File: src/rtl/csa_mac_accumulator.sv
// Carry-save resolve + frame accumulator with valid/ready result handshake.
// Optional clamp-on-overflow when CSA_MAC_SATURATE_EN is defined (wraps otherwise).
module csa_mac_accumulator #(
    parameter int unsigned ACC_W = 24
) (
    input  logic             clk,
    input  logic             rst_n,
    input  logic             in_valid,
    output logic             in_ready,
    input  logic [15:0]      csa_a,
    input  logic [15:0]      csa_b,
    input  logic             signed_mode,
    input  logic             in_last,
    input  logic             acc_clr,
    output logic             out_valid,
    input  logic             out_ready,
    output logic [ACC_W-1:0] acc_out,
    output logic             out_ovf,
    output logic [7:0]       out_count
);

    typedef enum logic [1:0] {StIdle, StAccum, StHold} state_e;

    state_e             state_q;
    logic               ready_en_q;
    logic               p1_valid_q;
    logic [15:0]        p1_prod_q;
    logic               p1_sgn_q;
    logic               p1_last_q;
    logic [ACC_W-1:0]   acc_q;
    logic               ovf_q;
    logic [7:0]         cnt_q;

    logic               s2_go;
    logic               accept;
    logic               consume;
    logic               frame_open;
    logic [ACC_W-1:0]   ext;
    logic [ACC_W-1:0]   base;
    logic [ACC_W-1:0]   sum_raw;
    logic [ACC_W-1:0]   sum;
    logic               carry;
    logic               ovf_now;
    logic               ovf_next;
    logic [7:0]         cnt_base;
    logic [7:0]         cnt_next;

    always_comb begin
        s2_go      = ~(out_valid & ~out_ready);
        // ready_en_q keeps in_ready low while in reset and until the first edge after it
        in_ready   = ready_en_q & ~acc_clr & (~p1_valid_q | s2_go);
        accept     = in_valid & in_ready;
        consume    = p1_valid_q & s2_go;
        frame_open = (state_q == StAccum);

        ext = p1_sgn_q ? {{(ACC_W-16){p1_prod_q[15]}}, p1_prod_q}
                       : {{(ACC_W-16){1'b0}}, p1_prod_q};
        base = frame_open ? acc_q : '0;
        {carry, sum_raw} = {1'b0, base} + {1'b0, ext};

        if (p1_sgn_q) begin
            ovf_now = (base[ACC_W-1] == ext[ACC_W-1]) & (sum_raw[ACC_W-1] != base[ACC_W-1]);
        end else begin
            ovf_now = carry;
        end
        ovf_next = (frame_open & ovf_q) | ovf_now;

        sum = sum_raw;
`ifdef CSA_MAC_SATURATE_EN
        if (ovf_now) begin
            if (!p1_sgn_q) begin
                sum = '1;
            end else if (base[ACC_W-1]) begin
                sum = {1'b1, {(ACC_W-1){1'b0}}};
            end else begin
                sum = {1'b0, {(ACC_W-1){1'b1}}};
            end
        end
`endif

        cnt_base = frame_open ? cnt_q : 8'd0;
        cnt_next = (cnt_base == 8'hFF) ? 8'hFF : cnt_base + 8'd1;
    end

    always_ff @(posedge clk or negedge rst_n) begin
        if (!rst_n) begin
            state_q    <= StIdle;
            ready_en_q <= 1'b0;
            p1_valid_q <= 1'b0;
            p1_prod_q  <= '0;
            p1_sgn_q   <= 1'b0;
            p1_last_q  <= 1'b0;
            acc_q      <= '0;
            ovf_q      <= 1'b0;
            cnt_q      <= '0;
            out_valid  <= 1'b0;
            acc_out    <= '0;
            out_ovf    <= 1'b0;
            out_count  <= '0;
        end else begin
            ready_en_q <= 1'b1;

            if (out_valid && out_ready) begin
                out_valid <= 1'b0;
                if (state_q == StHold) begin
                    state_q <= StIdle;
                end
            end

            if (acc_clr) begin
                // Drops the open frame; a pending result keeps its handshake
                p1_valid_q <= 1'b0;
                acc_q      <= '0;
                ovf_q      <= 1'b0;
                cnt_q      <= '0;
                if (state_q == StAccum) begin
                    state_q <= StIdle;
                end
            end else begin
                if (accept) begin
                    p1_prod_q  <= csa_a + csa_b;
                    p1_sgn_q   <= signed_mode;
                    p1_last_q  <= in_last;
                    p1_valid_q <= 1'b1;
                end else if (consume) begin
                    p1_valid_q <= 1'b0;
                end

                if (consume) begin
                    if (p1_last_q) begin
                        acc_out   <= sum;
                        out_ovf   <= ovf_next;
                        out_count <= cnt_next;
                        out_valid <= 1'b1;
                        state_q   <= StHold;
                    end else begin
                        acc_q   <= sum;
                        ovf_q   <= ovf_next;
                        cnt_q   <= cnt_next;
                        state_q <= StAccum;
                    end
                end
            end
        end
    end

endmodule
File: config.mk
export PLATFORM = sky130hd
export DESIGN_NAME = csa_mac_accumulator
export DESIGN_NICKNAME = d
export VERILOG_FILES = /design/src/rtl/csa_mac_accumulator.sv
export SDC_FILE = /design/constraint.sdc
export NUM_CORES = 1
export LEC_CHECK = 0
export CAP_MARGIN = 10
export CORE_UTILIZATION = 40
export CTS_BUF_LIST = sky130_fd_sc_hd__clkbuf_16
export DETAILED_ROUTE_END_ITERATION = 10
export DONT_BUFFER_PORTS = 1
export GPL_TIMING_DRIVEN = 0
export PLACE_DENSITY_LB_ADDON = 0.15
export SETUP_SLACK_MARGIN = 0.2
export SLEW_MARGIN = 20
export SYNTH_ARGS = -nofsm -noshare
export SYNTH_HDL_FRONTEND = slang
export SYNTH_SLANG_ARGS = --single-unit
File: constraint.sdc
create_clock -name clk -period 3.7 [get_ports clk]
set_clock_uncertainty 0.15 [all_clocks]
set_input_delay 0.37 -clock clk [delete_from_list [all_inputs] [get_ports clk]]
set_output_delay 0.37 -clock clk [all_outputs]
set_load 0.01 [all_outputs]
### Cell sizes after repair

(4 px per um)
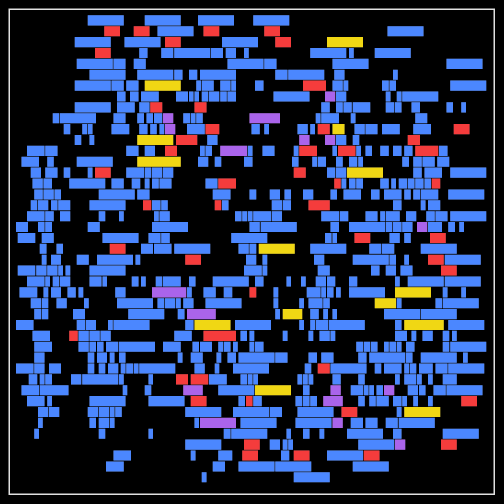
legend:
  drive 6 and up:
    colour: yellow
    cells: 14
    share: 2.3%
  drive 1 or less:
    colour: blue
    cells: 542
    share: 87%
  drive 3 to 4:
    colour: purple
    cells: 17
    share: 2.7%
  drive 2:
    colour: red
    cells: 48
    share: 7.7%
area grow syn2layout: 13.2%
Non-CTS buffers: 35

### Nets reached from selected ports

(2 px per um)
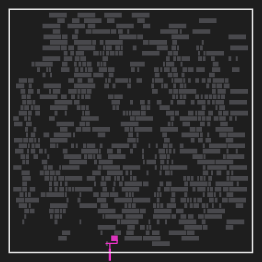
legend:
  in_ready:
    colour: magenta
    bits: 1
    direction: output
    edge: bottom
    end_cells: 1
    buffers: 0
    wire: 11.5 um
tally of buffers added on design ports: 0
I/O pin cnt: 74

==> impl_metrics.csv <==
group,metric,value,unit
layout,seq_cells,89,
power,pwr.group.sequential,1.28,mW
hold_path,worstHoldPathCells,2,
layout,largest_registers,"acc_out (24), acc_q (24), p1_prod_q (16)",
synth,synth.cellmix.simpleShare,17.8,%
synth,synth-edff-count,0,
layout,seqCellArea,0.00223,mm^2
outcome,run_status,"finished, violations left",
cts,post_cts_resized,15,
hold_path,hold_path.class,"in -> reg",
setup_path,cp_slowest_stage_delay,0.38,ns
timing,fin_worst_hold_slack,0.0169,ns
setup_path,timing.critical_path.from_type,"register",
synth,synth.top_cell.area_share,39.4,%
synth,netlist_top_cells_count,"89 x sky130_fd_sc_hd__dfrtp_1, 63 x sky130_fd_sc_hd__nand2_1, 48 x sky130_fd_sc_hd__o21ai_0",
place,half_perimeter_wire_length_after_placement,11100,um
place,place.gp.congestion,0.836,
cts,numCtsBuffers,9,
routing,drc,2,
setup_path,capture_instance_of_the_worst_register_to_register_path,"out_ovf",
setup_path,critical-path-top-delay-family,"AND-OR/OR-AND gates",
timing,finalClockPeriodUsage,92.2,%
layout,num-fill-cells,1331,
setup_path,critPathBufInv,4,
cts,ctsLongestPathBuffers,2,
synth,synth.yosys.seq_area_share,39.4,%
timing,max_slew_margin,54.1,%
global_routing,grtUsageMet1,26.5,%
outcome,failed_checks,"design-rule violations",
### Logic cells by family

(4 px per um)
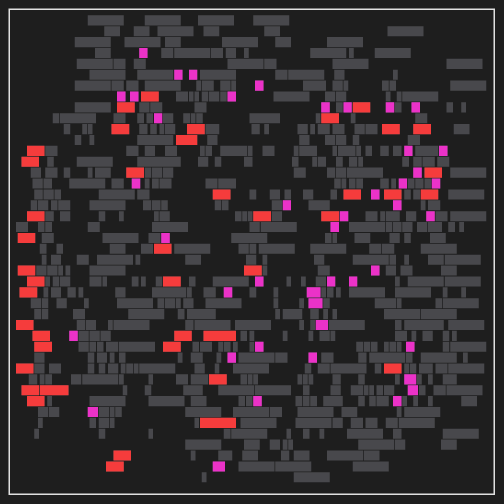
legend:
  adder and majority cells:
    colour: red
    cells: 42
    most_used: ha_1
  AND and OR gates:
    colour: magenta
    cells: 44
    most_used: and2_1

Power and IR drop assume default switching activity.
